--- src/rtl/gemm_k_sequencer.sv ---
// gemm_k_sequencer: steps a 2x2 GEMM tile through its K-slices. Each slice
// is fetched, issued once to an external 2x2 MAC array together with the
// running partials, and the array's results become the new partials. After
// k_len slices the tile result is presented until the consumer takes it.
module gemm_k_sequencer #(
    parameter int TIMEOUT = 64
) (
    input  logic               clk,
    input  logic               rst_n,

    input  logic               start_i,
    input  logic [7:0]         k_len_i,
    output logic               busy_o,

    input  logic               op_valid_i,
    output logic               op_ready_o,
    input  logic signed [7:0]  op_a0_i,
    input  logic signed [7:0]  op_a1_i,
    input  logic signed [7:0]  op_b0_i,
    input  logic signed [7:0]  op_b1_i,

    output logic               mac_in_valid_o,
    output logic signed [7:0]  mac_a0_o,
    output logic signed [7:0]  mac_a1_o,
    output logic signed [7:0]  mac_b0_o,
    output logic signed [7:0]  mac_b1_o,
    output logic signed [31:0] mac_acc00_o,
    output logic signed [31:0] mac_acc01_o,
    output logic signed [31:0] mac_acc10_o,
    output logic signed [31:0] mac_acc11_o,

    input  logic               mac_out_valid_i,
    input  logic signed [31:0] mac_y00_i,
    input  logic signed [31:0] mac_y01_i,
    input  logic signed [31:0] mac_y10_i,
    input  logic signed [31:0] mac_y11_i,

    output logic               res_valid_o,
    input  logic               res_ready_i,
    output logic signed [31:0] res_y00_o,
    output logic signed [31:0] res_y01_o,
    output logic signed [31:0] res_y10_o,
    output logic signed [31:0] res_y11_o,

    output logic               err_timeout_o
);

    typedef enum logic [2:0] {
        IDLE,
        FETCH,
        ISSUE,
        WAIT,
        DONE
    } state_t;

    // The WAIT budget is compared against an 8-bit counter.
    localparam logic [7:0] TimeoutLimit = 8'(TIMEOUT);

    state_t             state_q, state_d;
    logic [7:0]         kLen_q, kLen_d;
    logic [7:0]         slice_q, slice_d;
    logic [7:0]         tmo_q, tmo_d;
    logic signed [7:0]  a0_q, a0_d, a1_q, a1_d, b0_q, b0_d, b1_q, b1_d;
    logic signed [31:0] p00_q, p00_d, p01_q, p01_d, p10_q, p10_d, p11_q, p11_d;
    logic               err_q, err_d;
    logic               macPhase;

    // Next-state and register-update decisions for the tile sequence.
    always_comb begin
        state_d = state_q;
        kLen_d  = kLen_q;
        slice_d = slice_q;
        tmo_d   = tmo_q;
        a0_d    = a0_q;
        a1_d    = a1_q;
        b0_d    = b0_q;
        b1_d    = b1_q;
        p00_d   = p00_q;
        p01_d   = p01_q;
        p10_d   = p10_q;
        p11_d   = p11_q;
        err_d   = err_q;

        case (state_q)
            IDLE: begin
                if (start_i) begin
                    kLen_d  = k_len_i;
                    slice_d = 8'd0;
                    p00_d   = '0;
                    p01_d   = '0;
                    p10_d   = '0;
                    p11_d   = '0;
                    err_d   = 1'b0;
                    state_d = (k_len_i == 8'd0) ? DONE : FETCH;
                end
            end
            FETCH: begin
                if (op_valid_i) begin
                    a0_d    = op_a0_i;
                    a1_d    = op_a1_i;
                    b0_d    = op_b0_i;
                    b1_d    = op_b1_i;
                    state_d = ISSUE;
                end
            end
            ISSUE: begin
                tmo_d   = 8'd0;
                state_d = WAIT;
            end
            WAIT: begin
                if (mac_out_valid_i) begin
                    p00_d   = mac_y00_i;
                    p01_d   = mac_y01_i;
                    p10_d   = mac_y10_i;
                    p11_d   = mac_y11_i;
                    slice_d = slice_q + 8'd1;
                    state_d = ((slice_q + 8'd1) == kLen_q) ? DONE : FETCH;
                end else if ((tmo_q + 8'd1) == TimeoutLimit) begin
                    // Array went silent: abandon the tile and flag it.
                    p00_d   = '0;
                    p01_d   = '0;
                    p10_d   = '0;
                    p11_d   = '0;
                    err_d   = 1'b1;
                    state_d = IDLE;
                end else begin
                    tmo_d = tmo_q + 8'd1;
                end
            end
            DONE: begin
                if (res_ready_i) begin
                    state_d = IDLE;
                end
            end
            default: state_d = IDLE;
        endcase
    end

    // State and datapath registers, cleared asynchronously.
    always_ff @(posedge clk or negedge rst_n) begin
        if (!rst_n) begin
            state_q <= IDLE;
            kLen_q  <= 8'd0;
            slice_q <= 8'd0;
            tmo_q   <= 8'd0;
            a0_q    <= '0;
            a1_q    <= '0;
            b0_q    <= '0;
            b1_q    <= '0;
            p00_q   <= '0;
            p01_q   <= '0;
            p10_q   <= '0;
            p11_q   <= '0;
            err_q   <= 1'b0;
        end else begin
            state_q <= state_d;
            kLen_q  <= kLen_d;
            slice_q <= slice_d;
            tmo_q   <= tmo_d;
            a0_q    <= a0_d;
            a1_q    <= a1_d;
            b0_q    <= b0_d;
            b1_q    <= b1_d;
            p00_q   <= p00_d;
            p01_q   <= p01_d;
            p10_q   <= p10_d;
            p11_q   <= p11_d;
            err_q   <= err_d;
        end
    end

    // Operands and seeds are only driven while a slice is in flight.
    assign macPhase = (state_q == ISSUE) || (state_q == WAIT);

    // Output decode from the current state.
    always_comb begin
        busy_o         = (state_q != IDLE);
        op_ready_o     = (state_q == FETCH);
        mac_in_valid_o = (state_q == ISSUE);
        res_valid_o    = (state_q == DONE);
        err_timeout_o  = err_q;

        mac_a0_o    = macPhase ? a0_q  : '0;
        mac_a1_o    = macPhase ? a1_q  : '0;
        mac_b0_o    = macPhase ? b0_q  : '0;
        mac_b1_o    = macPhase ? b1_q  : '0;
        mac_acc00_o = macPhase ? p00_q : '0;
        mac_acc01_o = macPhase ? p01_q : '0;
        mac_acc10_o = macPhase ? p10_q : '0;
        mac_acc11_o = macPhase ? p11_q : '0;

        res_y00_o = res_valid_o ? p00_q : '0;
        res_y01_o = res_valid_o ? p01_q : '0;
        res_y10_o = res_valid_o ? p10_q : '0;
        res_y11_o = res_valid_o ? p11_q : '0;
    end

endmodule

--- config.mk ---
export PLATFORM = sky130hd
export DESIGN_NAME = gemm_k_sequencer
export DESIGN_NICKNAME = d
export VERILOG_FILES = /design/src/rtl/gemm_k_sequencer.sv
export SDC_FILE = /design/constraint.sdc
export NUM_CORES = 1
export LEC_CHECK = 0
export ABC_AREA = 1
export CORE_AREA = 2 2 180 182
export DETAILED_ROUTE_END_ITERATION = 8
export DIE_AREA = 0 0 182 184
export PLACE_DENSITY = 0.62
export SYNTH_ARGS = -nofsm -noshare
export SYNTH_HDL_FRONTEND = slang
export SYNTH_SLANG_ARGS = --single-unit
--- constraint.sdc ---
create_clock -name clk -period 1.7 [get_ports clk]
set_clock_uncertainty 0.05 [all_clocks]
set_input_delay 0.34 -clock clk [delete_from_list [all_inputs] [get_ports clk]]
set_output_delay 0.34 -clock clk [all_outputs]
set_load 0.02 [all_outputs]
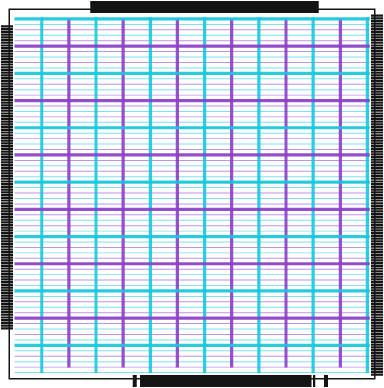
run_1/pdn.png
Scale: 2 px per um. Pins as bars on the die edge.
| colour | net |
|---|---|
| cyan | VSS |
| purple | VDD |
signal pins: 467
met1 rails: 66
core box area: 31400 um2
die height: 184 um

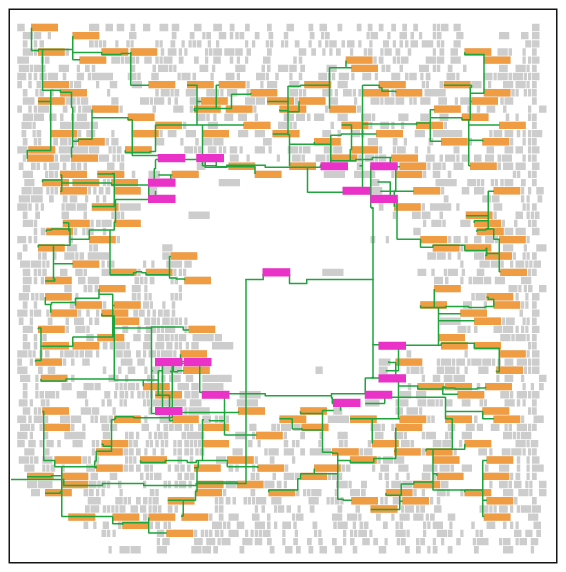
run_1/clock_map.png
Scale: 3 px per um.
[magenta] cells driving clock nets | count: 17
[orange] flip-flops | count: 188
[green] clock wires | length: 2670 um
flops lie: spread over the die
routed clock nets: 18
clk pwr: 4.00 mW
Clock Power Share: 0.175
Worst-Skew Late Latency: 420 ps

==> results.toml, run 1 <==
# physical design summary
[timing]
slew_viol_final = 0
rsz0062_at_grt = "true"
hold_viol = 0
worst_pin_slew_ps = 445
setup_viol = 441
timing.final.ws_setup_ps = -503
fin_crit_ps = 2200
holdWs_ps = 384

[run_status]
run_status = "complete, but fails checks"
violations = "setup timing"

[placement]
io_buffers = 466
post-place-ws_ps = -426

[logic_synthesis]
ys_types = 30
top_area_cell = "dfrtp_1"
edf_count = 0
yosysMostFrequentCell = "nor2_1"
ys_cells = 1251

[worst_setup_path]
arrival_ps = 1810
r2r_cells = 13
r2r_end = "p01_q[20]"
cp-end-kind = "primary output"

[route]
dr_total_vias = 9612
top_layer = "met4"

[pwr]
power_leader = "combinational logic"
pwr-share-comb = 0.518
comb_cell_power_mw = 11.9
p_int_mw = 13.0
p_leak_nw = 7.41
power.density_nw_per_um2 = 1520
powerSeq_mw = 7.03

[job]
tool_warnings = 29
cap_violations = 0

[layout]
layout.cells.non_filler = 2164
area_growth_pct = 55.3

[grt]
grt_max_degree = 71
grt_use_met1 = 0.250
antenna_found_initial = 0
track_usage = 0.206
grt-busiest-layer = "met2"

[die]
die_w_um = 182
fp_util = 0.308
num_io_pins = 467

[clock_network]
clock_path_buffers = 2
ctsHtreeMaxLevel = 4
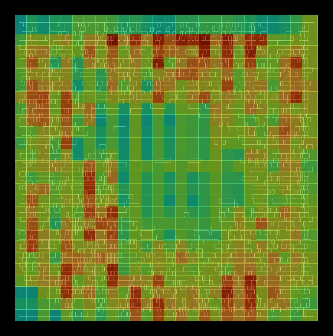
run_1/final_congestion.png
per-cell routed wire length: 16.1 um
routing usage on met2: 0.356

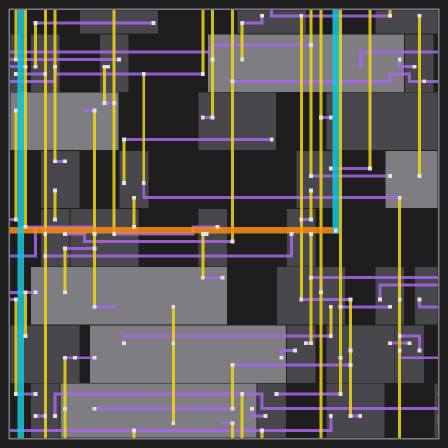
run_1/zoom.png
Region (126, 128) to (146, 148) um. Cells in grey, sequential cells in the stronger grey; small squares are vias.
| colour | layer |
|---|---|
| orange | met3 |
| cyan | met4 |
| purple | met1 |
| yellow | met2 |
most frequent: inv_1 (5), dfrtp_1 (5), nand2_1 (4)
netlist names of flops here include: `p11_q` (4), `p01_q` (1)
cells with their middle in the window: 25
sequential cells in the window: 5

run 1: sequential cells by signal, indices dropped and copies added (netlist names):
| signal | count |
|---|---|
| state_q | 3 |
| b0_q | 8 |
| kLen_q | 8 |
| p10_q | 32 |
| a1_q | 8 |
| b1_q | 8 |
| err_timeout_o | 1 |
| slice_q | 8 |
| p11_q | 32 |
| a0_q | 8 |
| p00_q | 32 |
| p01_q | 32 |
| tmo_q | 8 |
run 1: worst max-delay path: stages, from the launching register on:
cell,delay (ps)
dfrtp_1,420
buf_4,170
nand2_4,100
buf_12,240
nor2_1,60
dlygate4sd2_1,330
run 1: cell usage in the layout (no fill, tap or decap), types with 6 or more instances in the layout:
master and count:
a21oi_1 34, buf_12 21, buf_2 30, buf_4 166, buf_6 9, clkbuf_16 17
clkbuf_2 103, clkdlybuf4s15_1 13, clkdlybuf4s50_1 173, dfrtp_1 188, dlygate4sd2_1 19, inv_1 193
inv_2 6, inv_6 6, nand2_1 211, nand3_1 30, nor2_1 331, nor2_2 10
nor2_4 7, o21ai_0 28, o21ai_1 21, o21ai_2 100
run 1: area by class of cell:
cell class | count | area, um2
Inverter | 200 | 758
Timing Repair Buffer | 544 | 4640
Clock buffer | 19 | 453
Tap cell | 402 | 503
Clock inverter | 13 | 120
Fill cell | 3149 | 16400
Timing Repair inverter | 2 | 25.0
Sequential cell | 188 | 4700
Multi-Input combinational cell | 796 | 3820
run 1: repair_timing:
item                                   CTS  global route
gates resized                          635           492
setup endpoints to repair              441           444
gates cloned                             4             0
hold buffers                             1             0
endpoints found under the hold margin   36             0
pin swaps                                1             1
setup buffers                            2             1
run 1: cells by family after synthesis:
group,synth area share
buf+inv,0.126
simple gates,0.245
compound gates,0.137
flops,0.486
fa+ha+maj,0.00259
xor+xnor,0.00272
run_1/cell_classes.png
Scale: 2 px per um. Fill, decap, tap and diode cells in grey.
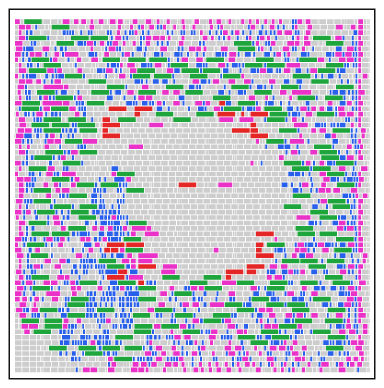

==> inputs of run 2 (changes only) <==
CORE_AREA = 2 2 183 185   (was 2 2 180 182)
CTS_BUF_LIST = sky130_fd_sc_hd__clkbuf_2   (was not set)
DIE_AREA = 0 0 185 187   (was 0 0 182 184)
PLACE_DENSITY = 0.6   (was 0.62)
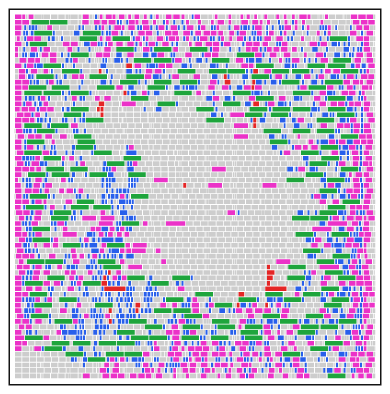
run_2/cell_classes.png
Scale: 2 px per um. Fill, decap, tap and diode cells in grey.
| colour | class | cells | share of their area |
|---|---|---|---|
| magenta | other buffers and delay cells | 710 | 40% |
| blue | all other logic | 996 | 29% |
| red | clock drivers and dummy loads | 32 | 1.5% |
| green | flip-flops | 188 | 29% |
core box area: 32900 um2
final core utilization: 0.504
Std-Cell Rows: 67
flop share of the area: 0.284

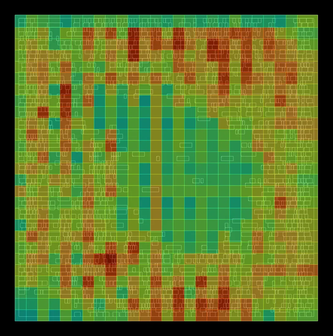
run_2/final_congestion.png
per-cell routed wire length: 15.0 um
GR peak layer: met2
Total GRT Usage: 0.206
met3 Use GR: 0.0469

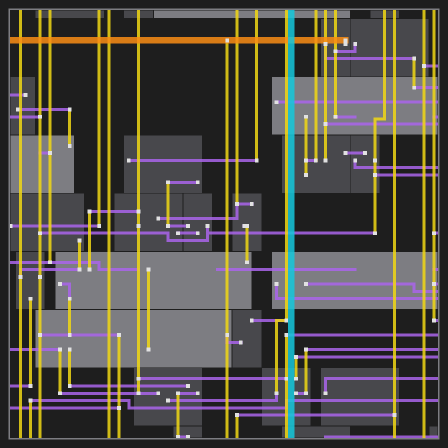
run_2/zoom.png
Region (129, 130) to (149, 150) um. Cells in grey, sequential cells in the stronger grey; small squares are vias.
| colour | layer |
|---|---|
| cyan | met4 |
| orange | met3 |
| purple | met1 |
| yellow | met2 |
cells with their middle in the window: 19
most frequent: dfrtp_1 (4)
sequential cells in the window: 4
netlist names of flops here include: `p11_q` (4)

==> run 2 against run 1 <==
- non-clock buffer count increased by 166
- global-route usage about the same
- final cell count increased by 9.8%
- fmax decreased by 15%
- critical path type unchanged
- the flow still finishes with violations (setup timing)
- flip-flop count unchanged
- power decreased by 6.2%
- count of clock-buffer cells in the layout decreased by 1
- synthesized cell count unchanged
- sequential power decreased by 0.6%
- via count increased by 6.7%
- largest power group unchanged
- critical path depth unchanged
- clock power decreased by 38%
==> results.toml, run 2 <==
# physical design summary
[run_status]
run_status = "complete, but fails checks"
violations = "setup timing"

[logic_synthesis]
synth_top_area_share = 0.486
floorplan.nets = 1427
ys_cells = 1251
top_area_cell = "dfrtp_1"
yosysWarningCount = 0
ys_types = 30
yosysMostFrequentCell = "nor2_1"
edf_count = 0

[die]
taps = 448
fp_util = 0.294
dieHeight_um = 187
die_w_um = 185
num_io_pins = 467

[worst_setup_path]
r2r_cells = 12
setup.worst_path.start = "state_q[0]"
critPathKind = "reg2out"
arrival_ps = 2210
slowest_delay_ps = 460
critPathTopFamily = "flip-flops"
crit_buf_inv = 2
path_cells = "nor2_2 > nand2_4 > buf_12 > nor2_1 > clkdlybuf4s15_2"
cp-start-kind = "flop"
cp-end-kind = "primary output"
cp_num_cells = 5
critPathSlowestCell = "dfrtp_1"

[timing]
timing.final.ws_setup_ps = -898
slew_viol_final = 0
worst_pin_slew_ps = 468
fin_crit_ps = 2600
fmax_mhz = 385
setup_viol = 441
fin_crit_sh = 1.53
rsz0062_at_grt = "true"
hold_viol = 0

[layout]
mostFrequentLayoutCell = "nor2_1"
dominant_cells = "non-clock buffers"
clock_cell_area_share = 0.0150
layout.nets = 2089
most-common-layout-cells = "nor2_1 (328), nand2_1 (211), inv_1 (193)"
nNonClkInverters = 200
flop-count = 188
nonClockBufferCount = 710
bufAreaShareNonClock = 0.390
fillerInstances = 3239
sh_comb_area = 0.231
comb_cells = 796
layout.cells.non_filler = 2375
layout.area.comb_um2 = 3830
area_growth_pct = 71.3
antenna_cells = 1
nClkBuffers = 18
ff_latch_area_um2 = 4700

[clock_network]
clock_path_buffers = 2
clock_latency_ps = 790
cts.sink_count = 188
clkTransAtPathRegs_ps = 300
ctsHtreeMaxLevel = 4
cts_tree = "built"

[job]
tool_warnings = 29
cap_violations = 0

[grt]
grt_pass1_wl_um = 56400
antenna_found_initial = 1
grt_max_degree = 68

[placement]
dpl.cell_count = 2170
hpwl_um = 24900
io_buffers = 466
post-place-ws_ps = -428

[pwr]
power.density_nw_per_um2 = 1300
p_leak_nw = 8.12

[hold_path]
hp-class = "in2reg"
hold_start = "op_b1_i[3]"

[route]
firstDrtPassIters = 5
drtAntennaViolNets = 0
dr_total_vias = 10300
routed_wirelength_um = 35600
run 2: cell counts after synthesis:
Identical to the previous run, type by type.
run 2: path summary, 6_finish.rpt:
| check | slack (ps) | endpoint |
|---|---|---|
| setup / recovery | -900 | res_y11_o[25] |
| setup reg to reg | -440 | p10_q[3] |
| min in group asynchronous | 610 | b1_q[1] |
| hold / removal | 150 | b1_q[3] |
| max in group asynchronous | 630 | p10_q[3] |
| hold reg to reg | 480 | b0_q[1] |
run 2: through the flow:
step	TNS [ps]	hold slack, ps	area (um2)	util
floorplan	-10090	-5.59	9680	-
global placement	-120290	245	15200	0.463
detailed placement	-121790	250	15200	0.463
CTS	-353980	8.98	16900	0.516
global route	-377640	15.4	16600	0.504
finish	-278790	146	16600	0.504
run 2: timing repair:
item	4_1_cts	5_1_grt
hold buffers	166	0
cloned	3	0
setup buffers	3	0
setup endpoints to repair	441	474
resized	453	320
hold endpoints to repair	351	0
run 2: kinds of logic (layout without fill, tap and decap cells):
group | count (synthesis) | after routing | synth area share
other cells | 0 | 1 | 0
flops | 188 | 188 | 0.486
simple gates | 603 | 603 | 0.245
compound gates | 188 | 188 | 0.137
xor+xnor | 3 | 3 | 0.00272
buf+inv | 267 | 942 | 0.126
fa+ha+maj | 2 | 2 | 0.00259
run 2: per-layer routing:
| layer | global-route usage | share of wire | vias up | routed length (um) |
|---|---|---|---|---|
| met1 | 0.252 | 0.42 | 4792 | 15100 |
| met2 | 0.363 | 0.49 | 330 | 17600 |
| met3 | 0.0469 | 0.067 | 33 | 2400 |
| li1 | - | - | 5102 | - |
| met4 | 0.0534 | 0.015 | 0 | 521 |
| met5 | 0 | 0 | - | 0 |
run 2: report_power, final:
group,switching (mW),internal (mW)
clock network,1.77,0.718
logic,7.44,4.58
registers,0.563,6.42
Power figures rest on the tool's default switching activity, not on a simulated workload.
